**config.mk**
```make
export PLATFORM = sky130hd
export DESIGN_NAME = slow_clk_gen
export DESIGN_NICKNAME = d
export VERILOG_FILES = /design/src/rtl/slow_clk_gen.sv
export SDC_FILE = /design/constraint.sdc
export NUM_CORES = 1
export LEC_CHECK = 0
export ABC_AREA = 1
export CAP_MARGIN = 5
export CORE_UTILIZATION = 55
export CTS_CLUSTER_SIZE = 25
export DETAILED_ROUTE_END_ITERATION = 10
export GPL_TIMING_DRIVEN = 0
export PLACE_DENSITY_LB_ADDON = 0.15
export SLEW_MARGIN = 15
export SYNTH_ARGS = -nofsm -noshare
export SYNTH_HDL_FRONTEND = slang
export SYNTH_SLANG_ARGS = --single-unit
```
**constraint.sdc**
```tcl
create_clock -name clk -period 3.3 [get_ports clk]
set_clock_uncertainty 0.05 [all_clocks]
set_input_delay 0.495 -clock clk [delete_from_list [all_inputs] [get_ports clk]]
set_output_delay 0.495 -clock clk [all_outputs]
set_load 0.1 [all_outputs]
```
**src/rtl/slow_clk_gen.sv**
```systemverilog
// rtl/slow_clk_gen.sv - integer divider producing the slow clock, edge strobes and a rise counter
// Optional runtime divisor load: define SLOW_CLK_RUNTIME_DIV_EN.
module slow_clk_gen #(
   parameter  int CLK_FREQ_HZ  = 100000000,
   parameter  int SLOW_FREQ_HZ = 1,
   parameter  int TICK_CNT_W   = 8,
   localparam int HALF         = CLK_FREQ_HZ / (2 * SLOW_FREQ_HZ),
   localparam int CNT_W        = (HALF > 1) ? $clog2(HALF) : 1
) (
   input  logic                  clk,
   input  logic                  rst,
   input  logic                  en,
   input  logic                  restart,
`ifdef SLOW_CLK_RUNTIME_DIV_EN
   input  logic                  div_load,
   input  logic [CNT_W-1:0]      div_half,
`endif
   output logic                  slow_clk,
   output logic                  rise_tick,
   output logic                  fall_tick,
   output logic [TICK_CNT_W-1:0] tick_count
);

   generate
      if (HALF < 1) begin : g_half_check
         $error("slow_clk_gen: CLK_FREQ_HZ/(2*SLOW_FREQ_HZ) must be at least 1");
      end
   endgenerate

   logic [CNT_W-1:0]      cnt_q, cnt_d;
   logic                  slow_clk_q, slow_clk_d;
   logic                  rise_tick_q, rise_tick_d;
   logic                  fall_tick_q, fall_tick_d;
   logic [TICK_CNT_W-1:0] tick_count_q, tick_count_d;
   logic                  at_term;
   logic                  phase_clear;

`ifdef SLOW_CLK_RUNTIME_DIV_EN
   // One bit wider than cnt so the reset value HALF always fits.
   logic [CNT_W:0] half_q, half_d;
   logic           load_ok;

   always_comb begin
      load_ok     = div_load && (div_half != '0);
      half_d      = load_ok ? {1'b0, div_half} : half_q;
      at_term     = ({1'b0, cnt_q} == (half_q - (CNT_W+1)'(1)));
      phase_clear = restart || load_ok;
   end

   always_ff @(posedge clk) begin
      if (rst) begin
         half_q <= (CNT_W+1)'(HALF);
      end else begin
         half_q <= half_d;
      end
   end
`else
   localparam logic [CNT_W-1:0] TERM = CNT_W'(HALF - 1);

   always_comb begin
      at_term     = (cnt_q == TERM);
      phase_clear = restart;
   end
`endif

   always_comb begin
      cnt_d        = cnt_q;
      slow_clk_d   = slow_clk_q;
      rise_tick_d  = 1'b0;
      fall_tick_d  = 1'b0;
      tick_count_d = tick_count_q;
      if (phase_clear) begin
         cnt_d        = '0;
         slow_clk_d   = 1'b0;
         tick_count_d = '0;
      end else if (en) begin
         if (at_term) begin
            cnt_d      = '0;
            slow_clk_d = ~slow_clk_q;
            if (!slow_clk_q) begin
               rise_tick_d  = 1'b1;
               tick_count_d = tick_count_q + TICK_CNT_W'(1);
            end else begin
               fall_tick_d = 1'b1;
            end
         end else begin
            cnt_d = cnt_q + CNT_W'(1);
         end
      end
   end

   always_ff @(posedge clk) begin
      if (rst) begin
         cnt_q        <= '0;
         slow_clk_q   <= 1'b0;
         rise_tick_q  <= 1'b0;
         fall_tick_q  <= 1'b0;
         tick_count_q <= '0;
      end else begin
         cnt_q        <= cnt_d;
         slow_clk_q   <= slow_clk_d;
         rise_tick_q  <= rise_tick_d;
         fall_tick_q  <= fall_tick_d;
         tick_count_q <= tick_count_d;
      end
   end

   assign slow_clk   = slow_clk_q;
   assign rise_tick  = rise_tick_q;
   assign fall_tick  = fall_tick_q;
   assign tick_count = tick_count_q;

endmodule

```
==> images/flops_by_reg.png <==
The bar under the picture is 20 µm long. Other sequential cells in the stronger grey, the rest of the logic in the fainter grey.
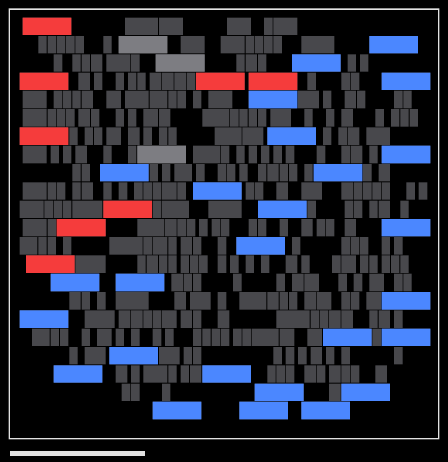
[blue] cnt_q | flops: 26 | where: spread over the die
[red] tick_count | flops: 8
not coloured: 3

==> images/logic_types.png <==
The bar under the picture is 20 µm long.
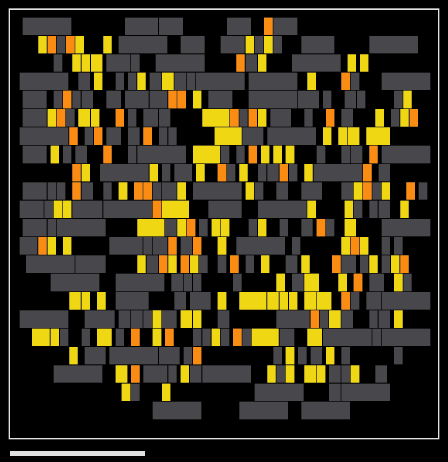
[orange] inv cells | cells: 49
[yellow] nor cells | cells: 106 | where: spread over the die
Comb area share: 48.4%
fin cells: 400
Commonest Layout Cell: nor2_1

==> images/wires.png <==
The bar under the picture is 20 µm long.
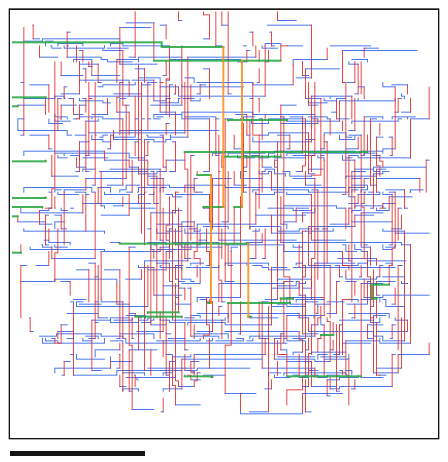
[orange] metal 4 | wire length: 75.5 µm
[red] metal 2 | wire length: 2030 µm
[blue] metal 1 | wire length: 2130 µm
[green] metal 3 | wire length: 187 µm
Total Routing Usage GR: 24.6%
DR vias: 2007
final wirelength: 4430 µm
Routed WL per cell: 11.1 µm

==> images/placement.png <==
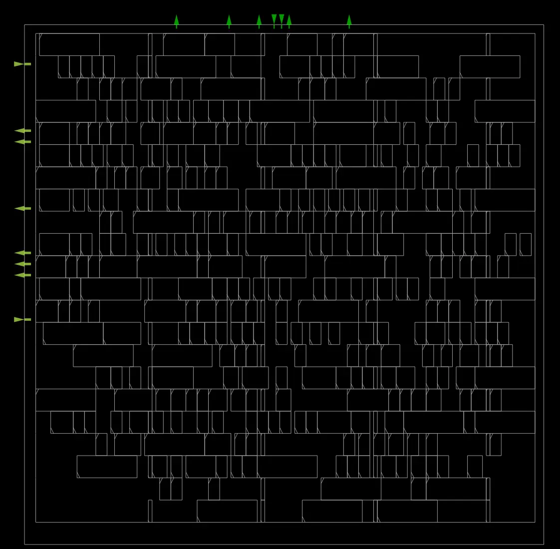
Flop Count: 37
tap cells: 48
num rows: 22
sequential share of cell area: 31.3%

==> images/placement_by_type.png <==
The bar under the picture is 20 µm long. Fill, decap, tap and diode cells in grey.
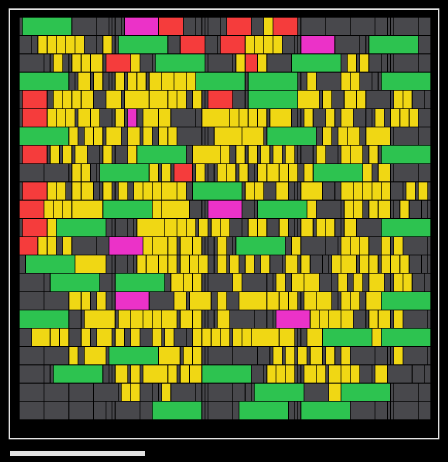
[magenta] clock drivers and dummy loads | cells: 7
[red] remaining buffers and delay cells | cells: 16
[green] sequential cells | cells: 37
[yellow] combinational and other logic | cells: 292
Final Cell Area: 2370 µm²
core area: 3660 µm²

==> out/results.ini <==
[logic_synthesis]
yosys_warnings=0
edf_count=0
synthFlopType=dfxtp_1
top_area_share_pct=35.4
yosysTopAreaCell=dfxtp_1
async_flop_share_pct=0
syn_area_per_cell_um2=6.29
ys_area_um2=2090
ys_seq_share_pct=35.4
fp_nets=339
ys_cells=332
synth_cell_type_count=27
netlist_instances=332
ys_ff=37

[grt]
grt_pass1_wl_um=7770
antenna_found_initial=0
grt-ovfl-total=0
grt_pass1_vias=1824

[placed_design]
portBuffers=13
hpwl_um=3240
gp_congestion=0.815

[critical_path]
crit_buf_inv=1
cp.required_ps=2750
critPathMaxFanout=5
cp_slowest_stage_delay_ps=1160
critPathSlowestCell=clkdlybuf4s50_1
cp-start-kind=flop
end_kind=output pin
critPathTopFamily=buffers and inverters
crit_chain=clkdlybuf4s50_1

[layout]
drive_above_1_share_pct=6.82
area_growth_pct=13.2
nets=359
diodes=0

[sta]
slew_violations=0
worstMarginPinSlew_ps=967
rsz0062_at_grt=false
fin_crit_sh_pct=72.8
maxSlewHeadroom_pct=35.3
finalSetupViolCount=0
fmax_mhz=416
final.setup.tns_ps=0

[cts]
cts-resized-gates=0
tritoncts=built
cts.sinks=37
clock_latency_ps=290
postCtsSetupRepairBufs=0
ctsHoldBuffers=0
clock_path_buffers=2
htreeDepth=2

[power_and_ir_drop]
p_per_area_nw_per_um2=342
leakagePower_nw=0.906
max-vdd-ir-drop_mv=0.242

[floorplanning]
die_w_um=63.6
fp.dieH_um=63.6
chip_area_um2=4050
pin_count=15
initCoreUtil_pct=57.1

[drt]
antenna_left=0
first_iter_violations=79
viasPerCell=5.02
first_pass_iters=4

[job]
max_cap_viol_count=0
warnings=27

[worst_hold_path]
hp-class=primary input to flop

[run_status]
status=complete, no violations

synthesized netlist by cell type (3+ instances only):
cell and n:
nand3_1 23, o21ai_0 5, nor3_1 12, inv_1 46
nor2_1 81, ha_1 3, dfxtp_1 37, xor2_1 6
nand4_1 6, a21oi_1 5, nor2_4 7, nand2_1 80
flip-flops by register name (all words and copies together) (netlist names):
name,count
cnt_q,26
tick_count,8
fall_tick,1
rise_tick,1
slow_clk,1
metrics by stage:
step	area (µm²)	setup slack [ps]	util (%)	hold slack [ps]	total power, mW
global placement	2280	1220	62.3	452	0.495
floorplan	2090	1220	-	424	0.485
detailed placement	2280	1230	62.3	459	0.495
CTS	2370	895	64.6	442	0.820
global route	2370	845	64.6	454	0.840
finish	2370	897	64.6	459	0.809
cells in the final DEF (no fill, tap or decap), types with 2 or more instances in the layout:
cell,count
xor2_1,6
nand3_1,23
nor3_1,12
nand2_2,2
nand4_1,6
dfxtp_1,37
nand3_2,2
clkinv_1,2
nor2_4,7
nor2_1,81
a31oi_1,2
a21oi_1,5
inv_1,46
clkbuf_8,6
clkdlybuf4s50_1,13
ha_1,3
nand2_1,80
buf_4,2
nor2_2,2
o21ai_0,5
worst paths after layout:
check                                                start                      to  slack (ps)  cells past startpoint
worst max-delay path            tick_count[5]$_SDFFE_PP0P_           tick_count[5]         900                      1
worst min-delay path                                    en   cnt_q[6]$_SDFFE_PP0P_         460                      2
worst max register to register       cnt_q[0]$_SDFFE_PP0P_  cnt_q[14]$_SDFFE_PP0P_        1620                      9
worst min register to register      cnt_q[14]$_SDFFE_PP0P_  cnt_q[14]$_SDFFE_PP0P_         480                      2
report_power, final:
group	total, mW	internal [mW]	switching [mW]	leakage (nW)
Combinational	0.0347	0.0103	0.0243	0.563
Clock	0.324	0.166	0.158	0.0443
Sequential	0.450	0.448	0.00209	0.298
Total	0.809	0.624	0.184	0.906
cell type report:
type                       instances  area (µm²)  area share (%)
inverter                          49         184            7.77
timing repair buffer              13         130            5.50
buffer                             3        20.0           0.846
sequential                        37         741            31.3
clock buffer                       7        86.3            3.65
tap                               48        60.1            2.54
multi-input combinational        243        1140            48.4
routing by layer:
metal | track usage [%] | routed length (µm)
met5 | 0 | 0
met4 | 9.94 | 75
met3 | 6.16 | 186
met2 | 40.7 | 2030
met1 | 30.2 | 2130
logic make-up (layout without fill, tap and decap cells):
family | after synthesis | after routing | share of synthesized area [%]
simple gates | 219 | 219 | 46.5
buf+inv | 52 | 72 | 9.76
flops | 37 | 37 | 35.4
compound gates | 14 | 14 | 3.59
xor+xnor | 7 | 7 | 2.93
fa+ha+maj | 3 | 3 | 1.80
Power figures rest on the tool's default switching activity, not on a simulated workload.
